===== src/rtl/apb_pkg.sv =====
// Shared APB definitions.
//   apb_state_e      : requester FSM states (IDLE / SETUP / ACCESS)
//   apb_prot_t       : 3-bit APB protection attribute type
//   APB_PROT_DEFAULT : protection value driven on every transfer
//   idx_w()          : width of an index into n items (never below 1)
//   MAX_REQ/MAX_REQ_W: largest supported client count and its index width
package apb_pkg;

  typedef enum logic [1:0] {
    IDLE   = 2'd0,
    SETUP  = 2'd1,
    ACCESS = 2'd2
  } apb_state_e;

  typedef logic [2:0] apb_prot_t;

  localparam apb_prot_t APB_PROT_DEFAULT = 3'b000;

  // A single client still needs a 1-bit pointer/index register.
  function automatic int idx_w(input int n);
    return (n > 1) ? $clog2(n) : 1;
  endfunction

  localparam int MAX_REQ   = 8;
  localparam int MAX_REQ_W = $clog2(MAX_REQ);

endpackage


===== src/rtl/rr_arbiter.sv =====
// Round-robin arbiter: grants the first requester at or after ptr,
// wrapping from N-1 back to 0. Purely combinational.
// Ports:
//   req   [N-1:0]  request vector
//   ptr   [PW-1:0] highest-priority index (must be < N)
//   grant [N-1:0]  one-hot grant, all zero when no request
//   any            at least one request present
module rr_arbiter #(
  parameter int N  = 2,
  parameter int PW = apb_pkg::idx_w(N)
) (
  input  logic [N-1:0]  req,
  input  logic [PW-1:0] ptr,
  output logic [N-1:0]  grant,
  output logic          any
);

  // One extra bit so ptr + i never overflows before the wrap subtraction.
  logic [PW:0] w_sum;
  logic        w_found;

  always_comb begin
    grant   = '0;
    w_found = 1'b0;
    w_sum   = '0;
    for (int i = 0; i < N; i++) begin
      w_sum = {1'b0, ptr} + (PW+1)'(i);
      if (w_sum >= (PW+1)'(N)) w_sum = w_sum - (PW+1)'(N);
      if (!w_found && req[w_sum[PW-1:0]]) begin
        grant[w_sum[PW-1:0]] = 1'b1;
        w_found              = 1'b1;
      end
    end
  end

  assign any = |req;

endmodule


===== src/rtl/apb_rr_requester.sv =====
// APB requester shared by NUM_REQ local clients via a round-robin arbiter.
// Each client issues one single-beat read or write; the block runs it
// through APB SETUP/ACCESS and returns rdata/error to that client only.
//
// Client side : req_valid/req_ready (one-hot), req_write, packed req_addr,
//               req_wdata, req_strb; rsp_valid (one-hot pulse), rsp_rdata,
//               rsp_err.
// APB side    : paddr, psel, penable, pwrite, pwdata, pstrb, pprot,
//               pready, prdata, pslverr.
// Debug       : dbg_state exposes the FSM state.
//
// Handshake: a command transfers in a cycle where req_valid[i] and
// req_ready[i] are both high. req_ready is combinational and only rises in
// IDLE or in the ACCESS cycle that completes (pready=1 or timeout). A client
// must hold its fields while valid and not ready, and may drop valid before
// being granted. rsp_valid pulses for exactly one cycle per accepted command.
//
// Build option: define APB_TIMEOUT_EN to abort an ACCESS phase that sees no
// pready for TIMEOUT_CYCLES cycles (rsp_err=1, rsp_rdata=0). Without it the
// ACCESS phase waits indefinitely.
module apb_rr_requester
  import apb_pkg::*;
#(
  parameter int NUM_REQ        = 2,
  parameter int ADDR_WIDTH     = 32,
  parameter int DATA_WIDTH     = 32,
  parameter int TIMEOUT_CYCLES = 256
) (
  input  logic                              pclk,
  input  logic                              presetn,
  input  logic [NUM_REQ-1:0]                req_valid,
  output logic [NUM_REQ-1:0]                req_ready,
  input  logic [NUM_REQ-1:0]                req_write,
  input  logic [NUM_REQ*ADDR_WIDTH-1:0]     req_addr,
  input  logic [NUM_REQ*DATA_WIDTH-1:0]     req_wdata,
  input  logic [NUM_REQ*(DATA_WIDTH/8)-1:0] req_strb,
  output logic [NUM_REQ-1:0]                rsp_valid,
  output logic [DATA_WIDTH-1:0]             rsp_rdata,
  output logic                              rsp_err,
  output logic [ADDR_WIDTH-1:0]             paddr,
  output logic                              psel,
  output logic                              penable,
  output logic                              pwrite,
  output logic [DATA_WIDTH-1:0]             pwdata,
  output logic [DATA_WIDTH/8-1:0]           pstrb,
  output apb_prot_t                         pprot,
  input  logic                              pready,
  input  logic [DATA_WIDTH-1:0]             prdata,
  input  logic                              pslverr,
  output apb_state_e                        dbg_state
);

  localparam int PW = idx_w(NUM_REQ);
  localparam int SW = DATA_WIDTH / 8;

  apb_state_e              r_state, w_next_state;
  logic [PW-1:0]           r_ptr, r_gnt_idx, w_next_ptr, w_arb_ptr, w_gnt_idx;
  logic [NUM_REQ-1:0]      r_gnt_vec, w_grant, r_rsp_valid;
  logic                    w_any, w_arb_en, w_done, w_accept, w_timeout;
  logic [ADDR_WIDTH-1:0]   r_paddr, w_sel_addr;
  logic [DATA_WIDTH-1:0]   r_pwdata, w_sel_wdata, r_rsp_rdata;
  logic [SW-1:0]           r_pstrb, w_sel_strb;
  logic                    r_pwrite, w_sel_write, r_rsp_err;

  // Pointer moves past the client just served; used directly in the
  // completion cycle so a back-to-back grant already sees the new order.
  assign w_next_ptr = (r_gnt_idx == PW'(NUM_REQ - 1)) ? '0 : r_gnt_idx + 1'b1;
  assign w_arb_ptr  = w_done ? w_next_ptr : r_ptr;

  rr_arbiter #(.N(NUM_REQ), .PW(PW)) u_arb (
    .req   (req_valid),
    .ptr   (w_arb_ptr),
    .grant (w_grant),
    .any   (w_any)
  );

`ifdef APB_TIMEOUT_EN
  localparam int TW = $clog2(TIMEOUT_CYCLES + 1);
  logic [TW-1:0] r_to_cnt;

  always_ff @(posedge pclk or negedge presetn) begin
    if (!presetn)                        r_to_cnt <= '0;
    else if (r_state == SETUP)           r_to_cnt <= '0;
    else if (r_state == ACCESS && !pready) r_to_cnt <= r_to_cnt + 1'b1;
  end

  // Fires on the wait cycle whose increment would reach TIMEOUT_CYCLES,
  // so the ACCESS phase lasts exactly TIMEOUT_CYCLES cycles. A pready in
  // that same cycle wins and completes normally.
  assign w_timeout = (r_state == ACCESS) && !pready &&
                     (r_to_cnt == TW'(TIMEOUT_CYCLES - 1));
`else
  // No abort path; the parameter only matters when the timeout is built in.
  assign w_timeout = 1'b0 & (TIMEOUT_CYCLES == 0);
`endif

  always_comb begin
    w_next_state = r_state;
    w_arb_en     = 1'b0;
    w_done       = 1'b0;
    case (r_state)
      IDLE: begin
        w_arb_en = 1'b1;
        if (w_any) w_next_state = SETUP;
      end
      SETUP:  w_next_state = ACCESS;
      ACCESS: begin
        if (pready || w_timeout) begin
          w_done       = 1'b1;
          w_arb_en     = 1'b1;
          w_next_state = w_any ? SETUP : IDLE;
        end
      end
      default: w_next_state = IDLE;
    endcase
    // No command may be accepted while reset is held.
    if (!presetn) w_arb_en = 1'b0;
  end

  assign w_accept  = w_arb_en & w_any;
  assign req_ready = w_arb_en ? w_grant : '0;

  always_comb begin
    w_gnt_idx   = '0;
    w_sel_addr  = '0;
    w_sel_wdata = '0;
    w_sel_strb  = '0;
    w_sel_write = 1'b0;
    for (int i = 0; i < NUM_REQ; i++) begin
      if (w_grant[i]) begin
        w_gnt_idx   = PW'(i);
        w_sel_addr  = req_addr[i*ADDR_WIDTH +: ADDR_WIDTH];
        w_sel_wdata = req_wdata[i*DATA_WIDTH +: DATA_WIDTH];
        w_sel_strb  = req_strb[i*SW +: SW];
        w_sel_write = req_write[i];
      end
    end
  end

  always_ff @(posedge pclk or negedge presetn) begin
    if (!presetn) r_state <= IDLE;
    else          r_state <= w_next_state;
  end

  always_ff @(posedge pclk or negedge presetn) begin
    if (!presetn) begin
      r_paddr     <= '0;
      r_pwdata    <= '0;
      r_pstrb     <= '0;
      r_pwrite    <= 1'b0;
      r_gnt_idx   <= '0;
      r_gnt_vec   <= '0;
      r_ptr       <= '0;
      r_rsp_valid <= '0;
      r_rsp_rdata <= '0;
      r_rsp_err   <= 1'b0;
    end else begin
      if (w_accept) begin
        r_paddr   <= w_sel_addr;
        r_pwdata  <= w_sel_wdata;
        r_pstrb   <= w_sel_write ? w_sel_strb : '0;
        r_pwrite  <= w_sel_write;
        r_gnt_idx <= w_gnt_idx;
        r_gnt_vec <= w_grant;
      end
      if (w_done) begin
        r_ptr       <= w_next_ptr;
        r_rsp_valid <= r_gnt_vec;
        r_rsp_err   <= w_timeout | (pready & pslverr);
        r_rsp_rdata <= (r_pwrite || w_timeout) ? '0 : prdata;
      end else begin
        r_rsp_valid <= '0;
        r_rsp_err   <= 1'b0;
        r_rsp_rdata <= '0;
      end
    end
  end

  // psel/penable decode straight from the state register so an async reset
  // drops them immediately.
  assign psel      = (r_state != IDLE);
  assign penable   = (r_state == ACCESS);
  assign paddr     = r_paddr;
  assign pwrite    = r_pwrite;
  assign pwdata    = r_pwdata;
  assign pstrb     = r_pstrb;
  assign pprot     = APB_PROT_DEFAULT;
  assign rsp_valid = r_rsp_valid;
  assign rsp_rdata = r_rsp_rdata;
  assign rsp_err   = r_rsp_err;
  assign dbg_state = r_state;

endmodule


===== config.mk =====
export PLATFORM = sky130hd
export DESIGN_NAME = apb_rr_requester
export DESIGN_NICKNAME = d
export VERILOG_FILES = /design/src/rtl/apb_pkg.sv /design/src/rtl/rr_arbiter.sv /design/src/rtl/apb_rr_requester.sv
export SDC_FILE = /design/constraint.sdc
export NUM_CORES = 1
export LEC_CHECK = 0
export ABC_AREA = 1
export CAP_MARGIN = 0
export CORE_UTILIZATION = 37
export DETAILED_ROUTE_END_ITERATION = 6
export PLACE_DENSITY = 0.79
export SYNTH_ARGS = -nofsm -noshare
export SYNTH_HDL_FRONTEND = slang
export SYNTH_SLANG_ARGS = --single-unit

===== constraint.sdc =====
create_clock -name pclk -period 1.87 [get_ports pclk]
set_clock_uncertainty 0.2 [all_clocks]
set_input_delay 0.374 -clock pclk [delete_from_list [all_inputs] [get_ports pclk]]
set_output_delay 0.374 -clock pclk [all_outputs]
set_load 0.01 [all_outputs]

run_1/route_heat.png
The bar under the picture is 20 um long. The die is cut into 23 by 23 equal tiles; dark purple is low, yellow is high, scaled to the fullest tile. Values are wire area over tile area, all layers added.
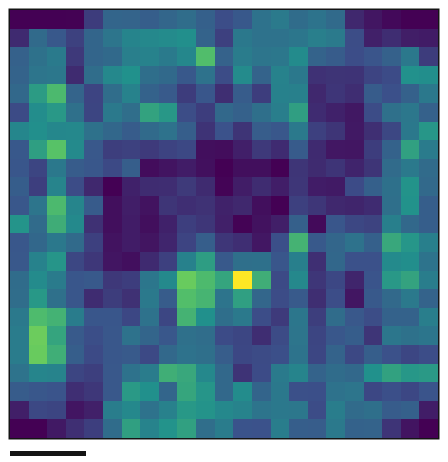
emptiest ninth of the die: center
densest ninth of the die: bottom center
mean over tiles: 0.20
nearly empty tiles: 2.8%
tiles over half the peak: 10%
fullest tile: 0.68

run_1/ff_map.png
Other sequential cells in the stronger gray, the rest of the logic in the fainter gray.
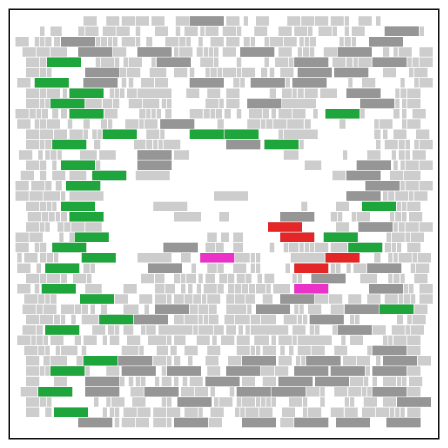
legend:
  green:
    netlist_name: paddr
    sequential_cells: 32
  magenta:
    netlist_name: rsp_valid
    sequential_cells: 2
  red:
    netlist_name: pstrb
    sequential_cells: 4
Final Core Density: 67.3%
share of the final layout cell area in sequential cells: 33.8%
reported sequential group power: 3610 uW

run_1/placed.png
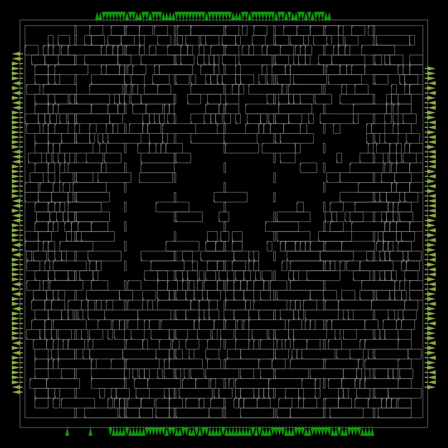
Final Non-Filler Cells: 978
number of tap cells added at floorplan: 147
Core ar.: 12000 sq um
seq_cells: 109
Site Rows: 40

==> reports/qor.rpt, run 1 <==
CRITICAL PATH
-----------------------------------------------------------------------------
Largest fanout on the critical path                                         4
Number of buffers and inverters on the critical path                        2
Cell family with most CP delay                                   simple AND/OR/NAND/NOR gates
Reg-to-reg setup timing slack                                        -0.05 ns
Data required, critical path                                          1.30 ns
Critical path launch point type                                     flip-flop
Largest stage delay, worst path                                       0.41 ns
Destination of the worst register-to-register timing path            pstrb[3]
Slowest CP cell                                                       dfrtp_1
Depth of the worst register-to-register path                                8
Endpoint type of the worst setup path                            primary output
Critical path data arrival time                                       1.44 ns
FF-to-FF Start                                                   dbg_state[0]

STA
-----------------------------------------------------------------------------
Hold Vio Cnt, Final                                                         0
Highest attainable clock frequency                                    497 MHz
Hold WS                                                             0.0439 ns
Max Slew Vio Count                                                          0
Final-report setup violation count                                          6
Unrepaired setup endpoints after global routing                          true
Minimum clock period after layout                                     2.01 ns
Ratio of final minimum period to clock period                            108%
Final Worst Setup Slack                                             -0.144 ns
Slew at the pin with the worst max-slew slack                        0.891 ns
Worst rel slew slack                                                    40.6%

LOGIC SYNTHESIS
-----------------------------------------------------------------------------
Async S/R FF share, synth                                                100%
Synth mux share                                                            0%
Portion of the post-synthesis area used by sequential elements          59.7%
Syn_area_per_cell                                                  8.63 sq um
Flip-flops with a built-in enable                                           0
AO/OA Area Share                                                        1.21%
Dominant register cell                                                dfrtp_1
Count of cell types in the netlist                                         21
Number of warnings printed during yosys synthesis                           0
Simple share                                                            33.2%
Post-synthesis instance total                                             529
Main logic family after synthesis                                simple AND/OR/NAND/NOR gates

FINISH
-----------------------------------------------------------------------------
Final Net Count                                                          1002
Leading cell type in the layout, fill and taps excluded          clkdlybuf4s50_1
Syn-to-layout area delta                                                77.0%
# diodes                                                                    0
Most frequently placed logic cells in the final layout           253 x clkdlybuf4s50_1, 214 x nand2_1, 109 x dfrtp_1

CLOCK TREE
-----------------------------------------------------------------------------
Buffer cell driving the clock tree root                             clkbuf_16
Clk ins delay skew pair                                               0.34 ns
CTS hold repair buffers                                                     0
Clock Tree Buf Depth                                                        2
TritonCTS Buffers                                                           9
H-tree depth                                                                3
Reg clk slew, reported paths                                          0.08 ns
TritonCTS clock tree                                                     done

PLACEMENT
-----------------------------------------------------------------------------
Gpl congestion                                                          0.831
Detailed-placement wirelength estimate                               11100 um
# port buffers                                                            285

PWR
-----------------------------------------------------------------------------
Ratio of total power to cell area                                1220 nW/um^2
Leakage                                                            0.00402 uW

RUN
-----------------------------------------------------------------------------
Number of warning messages in the logs                                     28
# Max-Cap Violations                                                        0

FLOORPLANNING
-----------------------------------------------------------------------------
Width of the die                                                       113 um
Die height                                                             113 um
Effective utilization at floorplan                                      38.0%

ROUTING
-----------------------------------------------------------------------------
Total vias in the final route                                            4779
Total wire length                                                    15800 um
Post-detailed-route wirelength per cell                               16.2 um
Iteration-0 DRC count of the detailed router                              198
Remaining routing DRC violations                                            0
1st-pass router iterations                                                  4
Post-route ant nets                                                         0
Average vias per placed instance                                         4.89

GLOBAL ROUTE
-----------------------------------------------------------------------------
Initial antenna violation count                                             0
Total grt overflow                                                          0
Pin count of the biggest net entering global routing                       71
Vias in the first global route                                           4837
Global-route usage over all layers                                      24.1%

RUN STATUS
-----------------------------------------------------------------------------
Status                                                           finished with violations
Failing checks                                                   negative setup slack

-- run 1: report_power, final --
group | total [uW] | leakage, uW | internal, uW | switching (uW)
clock network | 1830 | 0.000134 | 958 | 870
logic | 4400 | 0.00246 | 2360 | 2040
registers | 3610 | 0.00143 | 3170 | 439
-- run 1: cell families (layout without fill, tap and decap cells) --
group                  after synthesis  in the layout
other                                1              3
DFF                                109            109
buffers and inverters               49            349
AOI/OAI and AO/OA                    9              9
and+or+nand+nor                    361            361
-- run 1: layer usage --
layer | routed length (um) | global-route usage, % | up-vias
met5 | 0 | 0 | -
met4 | 447 | 11.0 | 0
met3 | 1180 | 5.14 | 33
met2 | 8230 | 43.9 | 226
met1 | 5970 | 26.8 | 2260
li1 | - | - | 2260
-- run 1: per-stage QoR --
stage               cell area, sq um  std cells  setup TNS [ns]  total power (uW)  setup WS [ns]
finish                          8080        978          -0.396              9840         -0.144
global route                    8080        978           -6.73             10400         -0.258
CTS                             7900        969          -0.252              9840         -0.132
detailed placement              7580        951          -45.84              7950         -0.726
global placement                7580        951          -43.01              7840         -0.693
floorplan                       4570        531               0              5340         0.0840
-- run 1: cells in the mapped netlist, types with 3 or more instances --
cell	instances	area share (%)
nand2_1	216	18
nand3_1	97	11
buf_4	4	0.66
inv_2	3	0.25
clkbuf_1	13	1.1
nand4_1	4	0.55
dfrtp_1	109	60
nor2_1	38	3.1
buf_6	7	1.7
o21ai_0	5	0.55
buf_2	9	0.99
inv_1	12	0.99
-- run 1: worst max path at each step --
stage	start	to	slack, ns	depth (start not counted)
final	dbg_state[0]	req_ready[0]	-0.14	6
after global routing	dbg_state[0]	req_ready[0]	-0.26	6
after CTS	dbg_state[0]	req_ready[1]	-0.13	6
after detailed placement	pready	req_ready[0]	-0.73	8
after global placement	pready	req_ready[0]	-0.69	8
after floorplan	dbg_state[0]	req_ready[1]	0.08	7
-- run 1: sequential cells by signal (all words and copies together), names as in the netlist --
name	flops
r_gnt_vec	1
r_ptr	1
paddr	32
dbg_state	2
pstrb	4
r_gnt_idx	1
rsp_rdata	32
rsp_valid	2
pwrite	1
rsp_err	1
pwdata	32
-- run 1: layout make-up --
cell class,count,area (sq um)
timing repair buffer,317,3220
clock buffer,11,243
tap,147,184
fill,955,3930
multi-input combinational,373,1600
inverter,16,65.1
sequential,109,2730
clock inverter,5,43.8
-- run 1: timing repair --
| action | 4_1_cts | 5_1_grt |
|---|---|---|
| setup buffers | 3 | 6 |
| endpoints found under the setup margin | 77 | 98 |
| gates cloned | 0 | 3 |
| pin swaps | 7 | 8 |
| resized | 28 | 35 |
run_1/m4.png
The bar under the picture is 20 um long. Supply wires on this layer in gray.
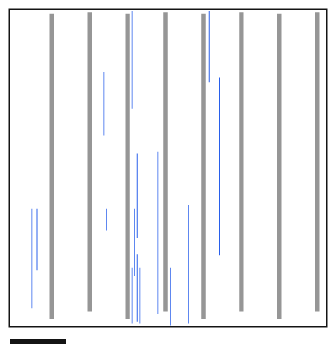

## Run 2: what changed since run 1
ABC_AREA = 0   (was 1)
CORE_UTILIZATION = 36   (was 37)
run_2/m4.png
The bar under the picture is 20 um long. Supply wires on this layer in gray.
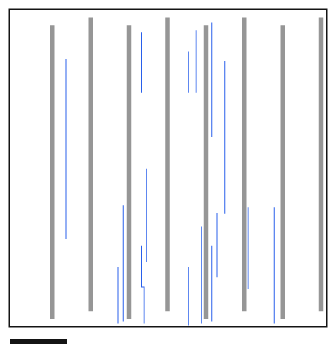
wire length on this layer: 508 um
longest straight run: 63.2 um
main direction: vertical
share of all routed wire: 3.3%
total wire length: 15200 um
total vias in the final route: 4107

run_2/ff_map.png
Other sequential cells in the stronger gray, the rest of the logic in the fainter gray.
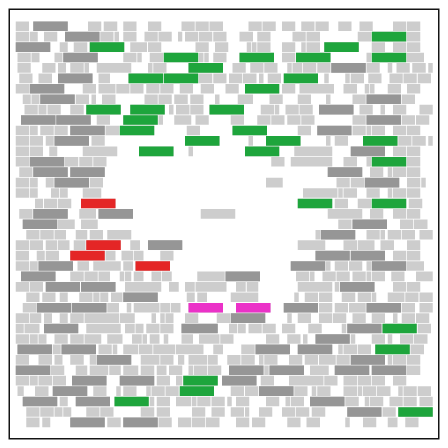
legend:
  red:
    netlist_name: pstrb
    sequential_cells: 4
    where: middle left
  magenta:
    netlist_name: rsp_valid
    sequential_cells: 2
  green:
    netlist_name: paddr
    sequential_cells: 32
not colored: 71

==> reports/qor.rpt, run 2 <==
FLOORPLANNING
-----------------------------------------------------------------------------
Die height                                                             112 um   -1.2%
Effective utilization at floorplan                                      37.4%   -0.57 points
Site Rows                                                                  39   -2.5%
Core ar.                                                          11600 sq um   -3.7%
Width of the die                                                       112 um   -1.2%
Die Footprint                                                     12500 sq um

ROUTING
-----------------------------------------------------------------------------
Post-detailed-route wirelength per cell                               19.4 um   +20%
1st-pass router iterations                                                  7   +3
Average vias per placed instance                                         5.24   +7.2%
Post-route ant nets                                                         0   unchanged
Remaining routing DRC violations                                           54   +54
Iteration-0 DRC count of the detailed router                              438   +120%

PWR
-----------------------------------------------------------------------------
Power Total                                                           9960 uW   +1.2%
Combinational share of power                                            43.2%   -1.5 points
P_int                                                                 6830 uW   +5.2%
Proportion of power drawn by flip-flops and latches                     36.8%   about the same
Sw Share                                                                31.5%   -2.6 points
Clock share of power                                                    20.0%   +1.4 points
Ratio of total power to cell area                                1260 nW/um^2   +3.8%
Peak supply drop                                                       574 uV
Leakage                                                            0.00394 uW   -2.0%
Net switching power of the design                                     3130 uW   -6.5%

FINISH
-----------------------------------------------------------------------------
Final Core Density                                                      68.1%   +0.85 points
Most frequently placed logic cells in the final layout           259 x clkdlybuf4s50_1, 108 x dfrtp_1, 66 x inv_1
Final Net Count                                                           812   -19%
Leading cell type in the layout, fill and taps excluded          clkdlybuf4s50_1
# diodes                                                                    0   unchanged
Syn-to-layout area delta                                                81.9%

RUN
-----------------------------------------------------------------------------
# Max-Cap Violations                                                        0   unchanged
Number of warning messages in the logs                                     30   +7.1%

STA
-----------------------------------------------------------------------------
Highest attainable clock frequency                                    432 MHz   -13%
Ratio of final minimum period to clock period                            124%   +16 points
Minimum clock period after layout                                     2.31 ns   +0.301 ns
Hold WS                                                            -0.0315 ns   -0.0754 ns
Slew at the pin with the worst max-slew slack                        0.650 ns   -0.240 ns
Final Worst Setup Slack                                             -0.445 ns   -0.301 ns
Hold Vio Cnt, Final                                                        35   +35
Unrepaired setup endpoints after global routing                          true
Final TNS setup                                                     -21.81 ns   -21.41 ns
Final-report setup violation count                                         75   +69
Worst rel slew slack                                                    56.6%   +16 points
Max Slew Vio Count                                                          0   unchanged

PLACEMENT
-----------------------------------------------------------------------------
Detailed-placement wirelength estimate                               10900 um   -1.6%
Gpl congestion                                                          0.782   -5.9%
Worst slack after detailed placement                                -0.938 ns   -0.212 ns
# port buffers                                                            285   unchanged

CLOCK TREE
-----------------------------------------------------------------------------
TritonCTS Buffers                                                           9   unchanged
Reg clk slew, reported paths                                          0.07 ns   about the same
Clock Tree Buf Depth                                                        2   unchanged
TritonCTS sink count                                                      109
H-tree depth                                                                3   unchanged
Buffer cell driving the clock tree root                             clkbuf_16
TritonCTS clock tree                                                     done
Clk ins delay skew pair                                               0.35 ns   about the same

LOGIC SYNTHESIS
-----------------------------------------------------------------------------
Dominant register cell                                                dfrtp_1
Syn_area_per_cell                                                  12.8 sq um   +48%
Library cell with the largest summed area after synthesis             dfrtp_1
Post-synthesis instance total                                             338   -36%
Area of the mapped netlist                                         4330 sq um
Synth cell count leaders                                         109 x dfrtp_1, 66 x inv_1, 64 x a222oi_1
Area share of the leading cell type in the synthesized netlist          63.0%   +3.2 points
Most repeated cell in the gate-level netlist after synthesis          dfrtp_1
Portion of the post-synthesis area used by sequential elements          63.0%   +3.2 points
Flip-flops with a built-in enable                                           0   unchanged
Number of warnings printed during yosys synthesis                           0   unchanged
Top area cells in the synthesized netlist                        dfrtp_1 63%, a222oi_1 15%, inv_1 5.7%, and2_1 5.1%, buf_6 3.6%
Async S/R FF share, synth                                                100%   unchanged
Count of cell types in the netlist                                         27   +29%

CRITICAL PATH
-----------------------------------------------------------------------------
Endpoint type of the worst setup path                            primary output
Largest stage delay, worst path                                       0.42 ns   about the same
Critical path launch point type                                     flip-flop
Largest fanout on the critical path                                         3   -1
Critical path data arrival time                                       1.74 ns   +0.30 ns
Cell family with most CP delay                                   simple AND/OR/NAND/NOR gates
Slowest CP cell                                                        or3b_4
Data required, critical path                                          1.30 ns   about the same
Number of buffers and inverters on the critical path                        1   -1

GLOBAL ROUTE
-----------------------------------------------------------------------------
Wire length of the first global-routing pass                         22600 um
Pin count of the biggest net entering global routing                       63   -11%
Initial antenna violation count                                             0   unchanged
Total grt overflow                                                          0   unchanged
Vias in the first global route                                           4319   -11%
Global-route usage over all layers                                      23.7%   -0.32 points

RUN STATUS
-----------------------------------------------------------------------------
Status                                                           finished with violations
Failing checks                                                   design-rule violations, negative hold slack, negative setup slack

-- run 2: cell types whose count changed after synthesis, moves of 4 or more --
| cell | before | now |
|---|---|---|
| nand3_1 | 97 | 0 |
| inv_1 | 12 | 66 |
| buf_6 | 7 | 14 |
| a222oi_1 | 0 | 64 |
| and2_1 | 0 | 35 |
| nor2_1 | 38 | 3 |
| nand2_1 | 216 | 2 |
| clkbuf_1 | 13 | 4 |
| nand4_1 | 4 | 0 |
| a22o_1 | 0 | 9 |
-- run 2: logic make-up after synthesis --
| family | Yosys count | share of synthesized area, % |
|---|---|---|
| flops | 109 | 63.0 |
| buf+inv | 94 | 11.0 |
| other cells | 1 | 0.0866 |
| compound gates | 79 | 17.7 |
| mux | 1 | 0.231 |
| simple gates | 54 | 7.95 |
-- run 2: repair_timing --
action	CTS	global route
pin swaps	7	13
endpoints found under the setup margin	80	152
gates resized	39	29
cloned	0	2
hold buffers	1	0
hold endpoints to repair	1	0
setup buffers	3	3
-- run 2: path summary, 6_finish.rpt --
path                              start           end  slack [ns]  depth (start not counted)
max                        dbg_state[1]  req_ready[1]       -0.44                          4
min                             presetn    pwdata[15]       -0.03                          2
max reg2reg                dbg_state[1]    pwdata[22]       -0.42                          8
min reg2reg                r_gnt_vec[0]  r_gnt_vec[0]        0.29                          1
max in group asynchronous       presetn  dbg_state[0]        0.45                          3
min in group pclk          r_gnt_vec[0]  r_gnt_vec[0]        0.29                          1
-- run 2: layout make-up --
class | instances | area [sq um]
clock buffer | 13 | 270
clock inverter | 3 | 42.5
fill | 885 | 3690
inverter | 66 | 248
multi-input combinational | 137 | 1190
sequential | 109 | 2730
tap | 143 | 179
timing repair buffer | 313 | 3210
-- run 2: power groups by stage --
stage,Combinational [uW],Clock (uW),Sequential (uW)
after floorplan,1290,0,4020
after global placement,4050,0,3650
after detailed placement,4160,0,3700
after CTS,4240,2020,3670
after global routing,4590,2130,3760
final,4310,1990,3670
-- run 2: layer usage --
layer	wire length (um)	GRT usage (%)	vias to the layer above
li1	-	-	1820
met4	508	11.1	0
met5	0	0	-
met2	7740	41.8	224
met1	5360	25.1	2028
met3	1610	8.76	35
-- run 2: through the flow --
step / cells / hold slack, ns / area, sq um
2_1_floorplan: 340 / -0.122 / 4350
3_3_place_gp: 760 / 0.257 / 7360
3_5_place_dp: 760 / 0.275 / 7360
4_1_cts: 780 / -0.00339 / 7730
5_1_grt: 784 / 0.0118 / 7880
6_report: 784 / -0.0315 / 7880
Power figures rest on the tool's default switching activity, not on a simulated workload.
